Signal wires on met3:
Scale bar: 20 microns. Cells faint in the background.
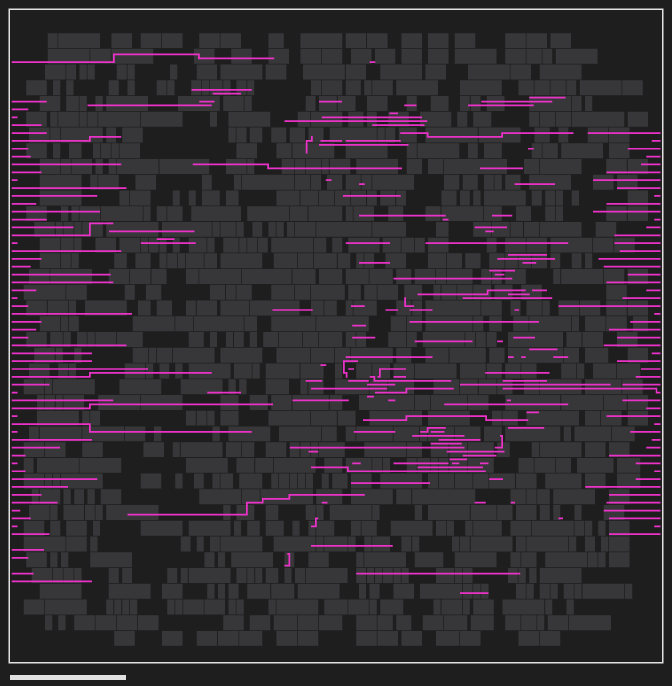
Metal 2:
Cells faint in the background.
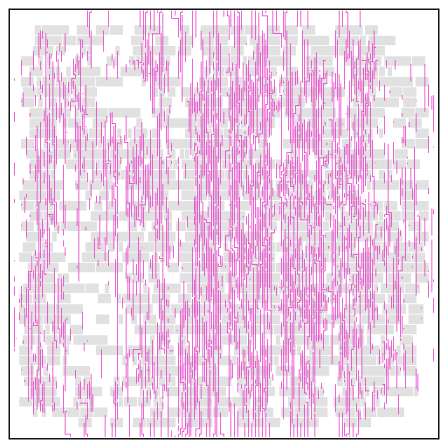
===== src/rtl/mau_pkg.sv =====
// Shared encodings and lane helpers for the memory access unit.
package mau_pkg;

  localparam logic [1:0] SIZE_BYTE = 2'b00;
  localparam logic [1:0] SIZE_HALF = 2'b01;
  localparam logic [1:0] SIZE_WORD = 2'b10;
  localparam logic [1:0] SIZE_RSVD = 2'b11;

  typedef enum logic [2:0] {
    ST_IDLE,
    ST_LD_ADDR,
    ST_LD_DATA,
    ST_ST_WORD,
    ST_RMW_RD,
    ST_RMW_WR,
    ST_RESP
  } mau_state_e;

  localparam logic [31:0] LANE_MASK_BYTE = 32'h0000_00FF;
  localparam logic [31:0] LANE_MASK_HALF = 32'h0000_FFFF;
  localparam logic [31:0] LANE_MASK_WORD = 32'hFFFF_FFFF;

  // Big-endian: byte offset 0 lives in bits [31:24], so shift = (3 - off) * 8.
  function automatic logic [4:0] lane_shift(input logic [1:0] size, input logic [1:0] off);
    case (size)
      SIZE_BYTE: return {~off, 3'b000};
      SIZE_HALF: return {~off[1], 4'b0000};
      default:   return 5'd0;
    endcase
  endfunction

  function automatic logic [31:0] lane_mask(input logic [1:0] size);
    case (size)
      SIZE_BYTE: return LANE_MASK_BYTE;
      SIZE_HALF: return LANE_MASK_HALF;
      default:   return LANE_MASK_WORD;
    endcase
  endfunction

endpackage


===== src/rtl/mau_lane_align.sv =====
// Combinational lane logic: load extraction/extension and sub-word store merge.
module mau_lane_align
  import mau_pkg::*;
(
  input  logic [1:0]  size,
  input  logic [1:0]  addr_lo,
  input  logic        sign_ext,
  input  logic [31:0] word_in,
  input  logic [31:0] wdata,
  output logic [31:0] load_out,
  output logic [31:0] merged_word
);

  logic [4:0]  shift;
  logic [31:0] mask;
  logic [31:0] lane;

  always_comb begin
    shift = lane_shift(size, addr_lo);
    mask  = lane_mask(size);
    lane  = (word_in >> shift) & mask;

    load_out = lane;
    if (sign_ext) begin
      case (size)
        SIZE_BYTE: load_out = {{24{lane[7]}}, lane[7:0]};
        SIZE_HALF: load_out = {{16{lane[15]}}, lane[15:0]};
        default:   load_out = lane;
      endcase
    end

    merged_word = (word_in & ~(mask << shift)) | ((wdata & mask) << shift);
  end

endmodule


===== src/rtl/mem_access_unit.sv =====
// Load/store initiator translating byte-addressed CPU requests into RAM word cycles.
module mem_access_unit
  import mau_pkg::*;
#(
  parameter int unsigned ADDR_W    = 30,
  parameter int unsigned MEM_WORDS = 1024
) (
  input  logic              clk,
  input  logic              rst,
  input  logic              req_valid,
  output logic              req_ready,
  input  logic              req_we,
  input  logic [1:0]        req_size,
  input  logic              req_signed,
  input  logic [31:0]       req_addr,
  input  logic [31:0]       req_wdata,
  output logic              resp_valid,
  output logic [31:0]       resp_rdata,
  output logic              resp_err,
  output logic              ram_wren,
  output logic [ADDR_W-1:0] ram_address,
  output logic [31:0]       ram_data,
  input  logic [31:0]       ram_q
);

  mau_state_e  state_q, state_d;
  logic        we_q, we_d;
  logic [1:0]  size_q, size_d;
  logic        signed_q, signed_d;
  logic [31:0] addr_q, addr_d;
  logic [31:0] wdata_q, wdata_d;
  logic [31:0] rdata_q, rdata_d;
  logic        err_q, err_d;

  logic        req_err;
  logic [31:0] load_out;
  logic [31:0] merged_word;

  mau_lane_align u_lane_align (
    .size        (size_q),
    .addr_lo     (addr_q[1:0]),
    .sign_ext    (signed_q),
    .word_in     (ram_q),
    .wdata       (wdata_q),
    .load_out    (load_out),
    .merged_word (merged_word)
  );

  always_comb begin
    req_err = 1'b0;
    if (req_size == SIZE_RSVD)                                req_err = 1'b1;
    if (req_size == SIZE_HALF && req_addr[0])                 req_err = 1'b1;
    if (req_size == SIZE_WORD && req_addr[1:0] != 2'b00)      req_err = 1'b1;
    if ({2'b00, req_addr[31:2]} >= 32'(MEM_WORDS))            req_err = 1'b1;
  end

  always_comb begin
    state_d  = state_q;
    we_d     = we_q;
    size_d   = size_q;
    signed_d = signed_q;
    addr_d   = addr_q;
    wdata_d  = wdata_q;
    rdata_d  = rdata_q;
    err_d    = err_q;

    case (state_q)
      ST_IDLE: begin
        if (req_valid) begin
          we_d     = req_we;
          size_d   = req_size;
          signed_d = req_signed;
          addr_d   = req_addr;
          wdata_d  = req_wdata;
          rdata_d  = '0;
          err_d    = req_err;
          if (req_err)                  state_d = ST_RESP;
          else if (!req_we)             state_d = ST_LD_ADDR;
          else if (req_size == SIZE_WORD) state_d = ST_ST_WORD;
          else                          state_d = ST_RMW_RD;
        end
      end
      ST_LD_ADDR: state_d = ST_LD_DATA;
      ST_LD_DATA: begin
        rdata_d = load_out;
        state_d = ST_RESP;
      end
      ST_ST_WORD: state_d = ST_RESP;
      ST_RMW_RD:  state_d = ST_RMW_WR;
      ST_RMW_WR:  state_d = ST_RESP;
      ST_RESP:    state_d = ST_IDLE;
      default:    state_d = ST_IDLE;
    endcase
  end

  always_comb begin
    req_ready   = (state_q == ST_IDLE);
    resp_valid  = (state_q == ST_RESP);
    resp_rdata  = rdata_q;
    resp_err    = err_q;
    ram_address = ADDR_W'(addr_q[31:2]);
    ram_wren    = 1'b0;
    ram_data    = '0;
    case (state_q)
      ST_ST_WORD: begin
        ram_wren = 1'b1;
        ram_data = wdata_q;
      end
      ST_RMW_WR: begin
        ram_wren = 1'b1;
        ram_data = merged_word;
      end
      default: ;
    endcase
  end

  always_ff @(posedge clk) begin
    if (rst) begin
      state_q  <= ST_IDLE;
      we_q     <= 1'b0;
      size_q   <= '0;
      signed_q <= 1'b0;
      addr_q   <= '0;
      wdata_q  <= '0;
      rdata_q  <= '0;
      err_q    <= 1'b0;
    end else begin
      state_q  <= state_d;
      we_q     <= we_d;
      size_q   <= size_d;
      signed_q <= signed_d;
      addr_q   <= addr_d;
      wdata_q  <= wdata_d;
      rdata_q  <= rdata_d;
      err_q    <= err_d;
    end
  end

endmodule

===== config.mk =====
export PLATFORM = sky130hd
export DESIGN_NAME = mem_access_unit
export DESIGN_NICKNAME = d
export VERILOG_FILES = /design/src/rtl/mau_pkg.sv /design/src/rtl/mau_lane_align.sv /design/src/rtl/mem_access_unit.sv
export SDC_FILE = /design/constraint.sdc
export NUM_CORES = 1
export LEC_CHECK = 0
export CAP_MARGIN = 20
export CORE_MARGIN = 2
export CORE_UTILIZATION = 45
export CTS_CLUSTER_SIZE = 16
export DETAILED_ROUTE_END_ITERATION = 8
export GPL_ROUTABILITY_DRIVEN = 0
export PLACE_DENSITY_LB_ADDON = 0.08
export SETUP_SLACK_MARGIN = 0.3
export SYNTH_ARGS = -nofsm -noshare
export SYNTH_HDL_FRONTEND = slang
export SYNTH_SLANG_ARGS = --single-unit
export TNS_END_PERCENT = 30

===== constraint.sdc =====
create_clock -name clk -period 2.55 [get_ports clk]
set_clock_uncertainty 0.2 [all_clocks]
set_input_delay 0.51 -clock clk [delete_from_list [all_inputs] [get_ports clk]]
set_output_delay 0.51 -clock clk [all_outputs]
set_load 0.03 [all_outputs]

==> summary.txt <==
run results: status=complete, no violations, Placed Instances=975, NetSw=1.65 mW, ANT nets after route=0, RSZ-0062 raised after global routing=true, share of the synthesized area in the top cell type=0.388, Flop pwr share=0.371, Distinct lib cells used=48, Seq group=1.86 mW, Worst setup EP type=primary output, R2R depth=6, setup_tns=0 ns, Syn Area/Cell=7.88 sq um, Post-Route M1 WL=7240 microns, Hold Crit Class=reg2reg, clk_lat worst skew=0.35 ns, Final Util=0.729, GRT Residual Overflow=0, Clk pwr share=0.289, CP peak stage delay=0.35 ns, most numerous cell on the critical path=buf_12, Clock buffer cells=12, Post-Synth AOI/OAI Area=0.296, CTS Sinks=103, CTS buffer count=9, tool warnings=29, fp_density=0.464, Basic Gates by Area=0.169, cell taking the most area after synthesis=dfxtp_1, first-pass GRT wire length=29000 microns, Leakage Power=3.16 nW, Worst IR Drop VDD=0.652 mV, Top pwr grp=sequential cells, CP startpoint kind=flop, post-route worst setup slack=0.0254 ns, pin count of the biggest net entering global routing=57, final setup fails=0, hold buffers post-CTS=0, Max Clk Rate=396 MHz, cell area power density=600 nW/um^2, Net count, final=963, post-layout period usage=0.990, Post-synth regs=103
Back to the opening pictures, 'signal wires on met3':
main direction = horizontal
share of all routed wire = 10%
nets with wire on the layer = 189
longest straight run = 31.5 microns
wire length on this layer = 1910 microns
WL final: 19000 microns
DR vias: 5910
GR Util met3: 0.0916

Back to the opening pictures, 'metal 2':
main direction = vertical
share of all routed wire = 48%
nets with wire on the layer = 825
wire length on this layer = 9140 microns
met2 usage: 0.484

No activity file was given, so power comes from the tool's default toggle rates.
